==> config.mk <==
export PLATFORM = sky130hd
export DESIGN_NAME = fold_sample_sequencer
export DESIGN_NICKNAME = d
export VERILOG_FILES = /design/src/rtl/fir_fold_pkg.sv /design/src/rtl/fold_sample_mem.sv /design/src/rtl/fold_sample_sequencer.sv
export SDC_FILE = /design/constraint.sdc
export NUM_CORES = 1
export LEC_CHECK = 0
export CELL_PAD_IN_SITES_DETAIL_PLACEMENT = 2
export CELL_PAD_IN_SITES_GLOBAL_PLACEMENT = 2
export CORE_ASPECT_RATIO = 1.2
export CORE_MARGIN = 2
export CORE_UTILIZATION = 25
export CTS_CLUSTER_SIZE = 10
export DETAILED_ROUTE_END_ITERATION = 16
export PLACE_DENSITY = 0.54
export SETUP_SLACK_MARGIN = 0.3
export SYNTH_ARGS = -nofsm -noshare
export SYNTH_HDL_FRONTEND = slang
export SYNTH_HIERARCHICAL = 1
export SYNTH_SLANG_ARGS = --single-unit
==> constraint.sdc <==
create_clock -name clk100 -period 4.9 [get_ports clk100]
set_input_delay 0.735 -clock clk100 [delete_from_list [all_inputs] [get_ports clk100]]
set_output_delay 0.735 -clock clk100 [all_outputs]
set_load 0.005 [all_outputs]
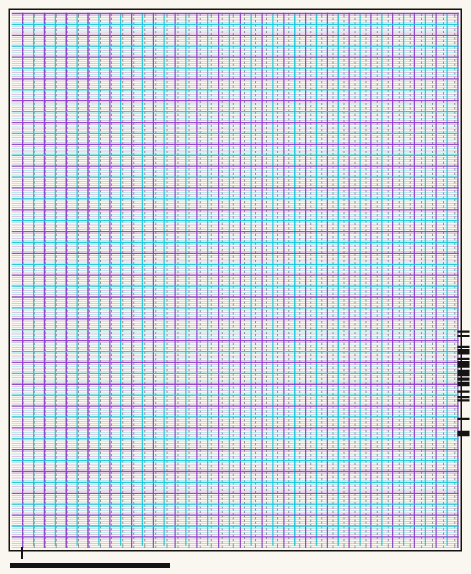
(run_1/floorplan.png)
The bar under the picture is 200 um long. Pins as bars on the die edge. Tap cells in grey.
Key: cyan = VDD; purple = VSS
246 met1 rails follow the rows. 49 straps on met5. The core has 245 rows. 4940 tap cells. 29 signal pins sit on the boundary.
core area: 372000 um2
die height: 673 um
Peak supply drop: 0.256 mV

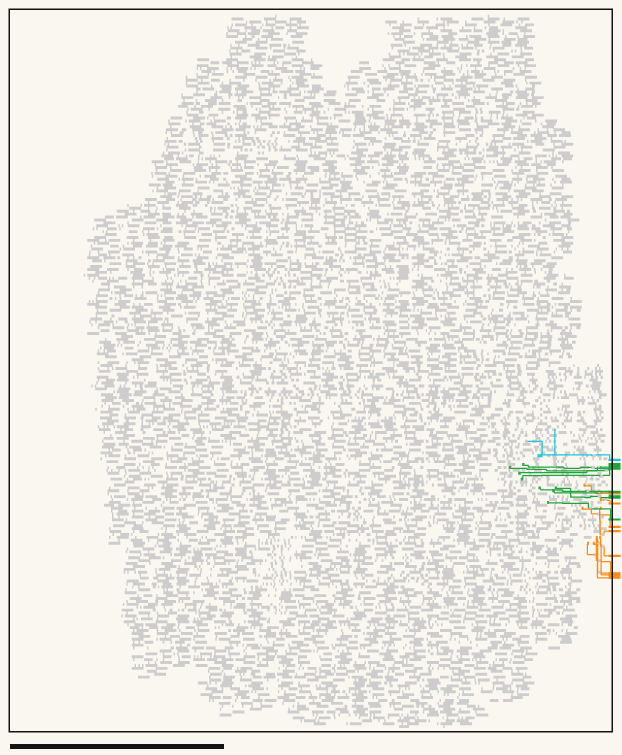
(run_1/port_trees.png)
The bar under the picture is 200 um long.
Key: cyan = done [bits 1, direction output, edge right, end cells 1, buffers 1, wire 118 um]; green = sample_idx [bits 8, direction output, edge right, end cells 8, buffers 8, wire 612 um]; orange = x_out [bits 9, direction output, edge right, end cells 9, buffers 9, wire 311 um]
IO buf count: 28
io pins: 29

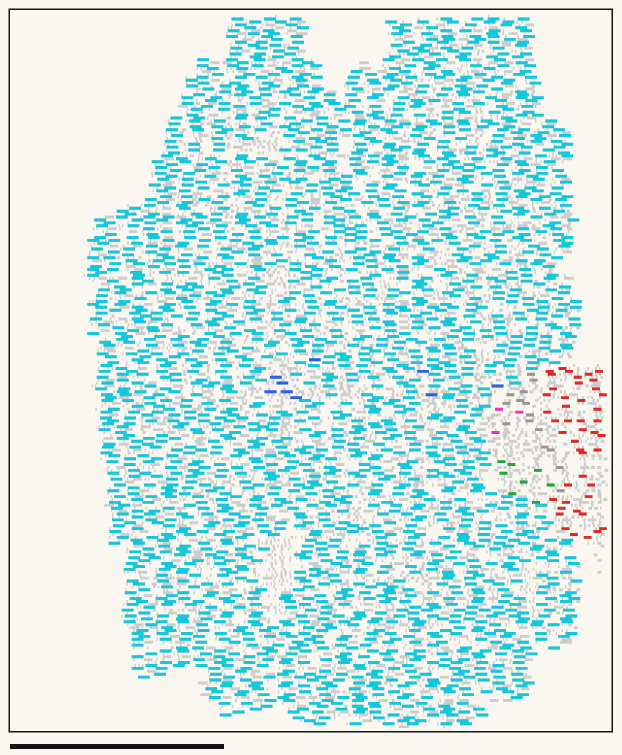
(run_1/ff_map.png)
The bar under the picture is 200 um long. Other sequential cells in the stronger grey, the rest of the logic in the fainter grey.
Key: red = dly_q [sequential cells 45, where middle right]; blue = u_sample_mem/rd_dat_o [sequential cells 9, where centre]; green = n_q [sequential cells 8]; cyan = u_sample_mem/array [sequential cells 2304]; magenta = ld_cnt_q [sequential cells 3]
Another 15 sequential cells are not coloured.
register area: 70900 um2
flop share of the area: 0.605
Seq. pwr: 22.6 mW
Core Util, Final: 0.315

==> job_summary.md <==
### Flow metrics

| Metric | Value |
|---|---|
| Status | finished clean |
| Xor/xnor share | 0.000750 |
| Clock latency on the worst-skew pair | between 0.8 and 0.9 ns |
| Biggest area cells | edfxtp_1, mux4_2, mux2i_1 |
| CTS Hold Bufs | 0 |
| Drt via density | 4.08 |
| Hold path cells | 2 |
| Largest net degree at the start of global routing | 63 |
| Comb area leader | multiplexers |
| Wire length on met3 | 9.90 mm |
| Clock Pin Slew Worst Setup and Hold Paths | 0.06 ns |
| Reg2Reg Setup Slack | 0.44 ns |
| Top cell area share | 0.744 |
| Max-cap violations | 0 |
| Post-synthesis adder-cell area fraction | 0.00134 |
| Ys async rst share | 0 |
| Pre-Repair DR Iteration Count | 5 |
| Fin crit period | 4.46 ns |
| R2R depth | 12 |
| Slew @ Worst Pin | 1.16 ns |
| Synth cell count leaders | edfxtp_1, mux4_2, nor2_1, mux2i_1, a22oi_1 |
| DRC violations left | 0 |
| Startpoint Class | flop |
| FMAX | approximately 220 MHz |
| Critical Path Fanout Max | 9 |
| Hold Crit Class | input port to flop |
| RSZ-0062 raised after global routing | yes |
| Root buffer cell | clkbuf_16 |
| Synth Area in Compound Gates | 0.0445 |
| FP Rows | 245 |
| M1 wire length | 111 mm |
| Critical path arrival | 5.05 ns |
| Metal2 WL | 151 mm |
| Fin nets | between 7k and 8k |
| Log Warnings | 35 |
| Initial antenna violation count | 13 |
| Number of CTS-inserted buffers | 287 |
| Worst Hold Margin | ~0.37 ns |
| Post-synth regs | 2384 |
| Top-count cell post-synth | edfxtp_1 |
| Power Density | between 300 and 400 nW/um2 |
| Post-Syn Area per Cell | just under 20 um2 |
| Antenna-violating nets left | 0 |
| Yosys Warn Count | 6 |
| Starting DRC count in detailed routing | 2439 |
| Syn Std Cell Area | 93400 um2 |
| Final hold violations | 0 |
| Share of post-route cells with drive strength above 1 | 0.148 |
| Total grt overflow | 0 |
| Chip area | 378000 um2 |
| Unique cell types | 78 |
| Main synth FF type | edfxtp_1 |
| EDFF count, synth | 2313 |
| Post-synthesis cell count | 4707 |
| Yosys top cell by area | edfxtp_1 |
| Drt wl/cell | 22.8 um |
| Seq/Total Area, Yosys | 0.759 |
| DRT Wirelength | 280 mm |
| Critical Path RT | ~5.5 ns |
| Max transition margin | 0.221 |
| Synthesis area per yosys | 93400 um2 |
| CTS sink count | 2384 |
| GPL Wtd Cong | 0.790 |
| Tot GR Track Use | 0.147 |
| Setup_tns | 0 ns |
| Crit path capture type | flop |
| Clock Path Buffers | 4 |
| Post-synthesis simple-gate area fraction | 0.0340 |
| H-Tree Level Count | 5 |
| Mux share of post-synthesis cell area | 0.141 |
| Fin. max-slew vios | 0 |
-- run 1: per-layer routing --
layer  vias to the layer above  GRT usage
met4                         0     0.0456
met2                       791      0.276
met3                       383     0.0204
met1                     26793      0.172
met5                         -          0
li1                      22129          -
-- run 1: stage by stage --
stage / total power [mW] / area, um2 / worst slack (ns) / instances
floorplan: 25.6 / 102000 / 1.23 / 7043
detailed placement: 26.5 / 109000 / -0.423 / 11900
global route: 46.9 / 117000 / 0.291 / 12286
finish: 45.1 / 117000 / 0.440 / 12290
global placement: 26.5 / 109000 / -0.651 / 11900
CTS: 45.8 / 117000 / 0.229 / 12267
-- run 1: final cells by class --
class / instances / area, um2
multi-input cells: 4349 / 29900
clock buffers: 341 / 7500
diodes: 6 / 15.0
inverters: 14 / 52.6
fillers: 38217 / 254000
flip-flops and latches: 2384 / 70900
well taps: 4940 / 6180
clock inverters: 26 / 314
repair buffers: 230 / 2400
-- run 1: cell families (layout without fill, tap and decap cells) --
kind of cell | count (synthesis) | in the layout
compound gates | 618 | 618
xor+xnor | 8 | 8
fa+ha+maj | 10 | 10
buf+inv | 310 | 611
flops | 2384 | 2384
mux | 704 | 704
other cells | 1 | 2343
simple gates | 672 | 672
-- run 1: power by group --
part / internal, mW / switching [mW] / leakage (nW) / total [mW]
Clock: 10.9 / 7.97 / 3.81 / 18.9
Combinational: 1.52 / 2.16 / 13.8 / 3.68
Sequential: 22.5 / 0.114 / 21.4 / 22.6
-- run 1: critical path, cell delays in order, from the launching register on --
cell and delay, ns:
dfxtp_1 0.37, ha_1 0.31, nand3_4 0.18, or2_2 0.19, nand3_1 0.27, nor2_2 0.52, buf_4 0.28, nand2b_1 0.40
buf_4 0.33, nor3_1 0.50, a21oi_1 0.26, nor4_4 0.47, nor4_1 0.10
-- run 1: cell usage in the layout, fill, tap and decap left out, types with 35 or more instances in the layout --
| master | synthesis | routed |
|---|---|---|
| o22ai_1 | 67 | 66 |
| clkbuf_16 | 0 | 297 |
| conb_1 | 1 | 2337 |
| o221ai_1 | 35 | 35 |
| nor2_1 | 338 | 334 |
| nor2b_1 | 57 | 52 |
| mux4_2 | 476 | 476 |
| a21oi_1 | 113 | 108 |
| clkbuf_1 | 145 | 48 |
| o21ai_0 | 93 | 89 |
| nand2_1 | 83 | 83 |
| nand3_1 | 38 | 38 |
| a22oi_1 | 184 | 178 |
| dfxtp_1 | 71 | 71 |
| mux2i_1 | 196 | 195 |
| edfxtp_1 | 2313 | 2313 |
| buf_4 | 28 | 153 |
-- run 1: repair_timing --
| item | in CTS | in global routing |
|---|---|---|
| endpoints found under the setup margin | 9 | 9 |
| gates resized | 38 | 26 |
| pin swaps | 5 | 7 |
| gates cloned | 0 | 5 |
| buffers inserted | 0 | 12 |
Power figures rest on the tool's default switching activity, not on a simulated workload.
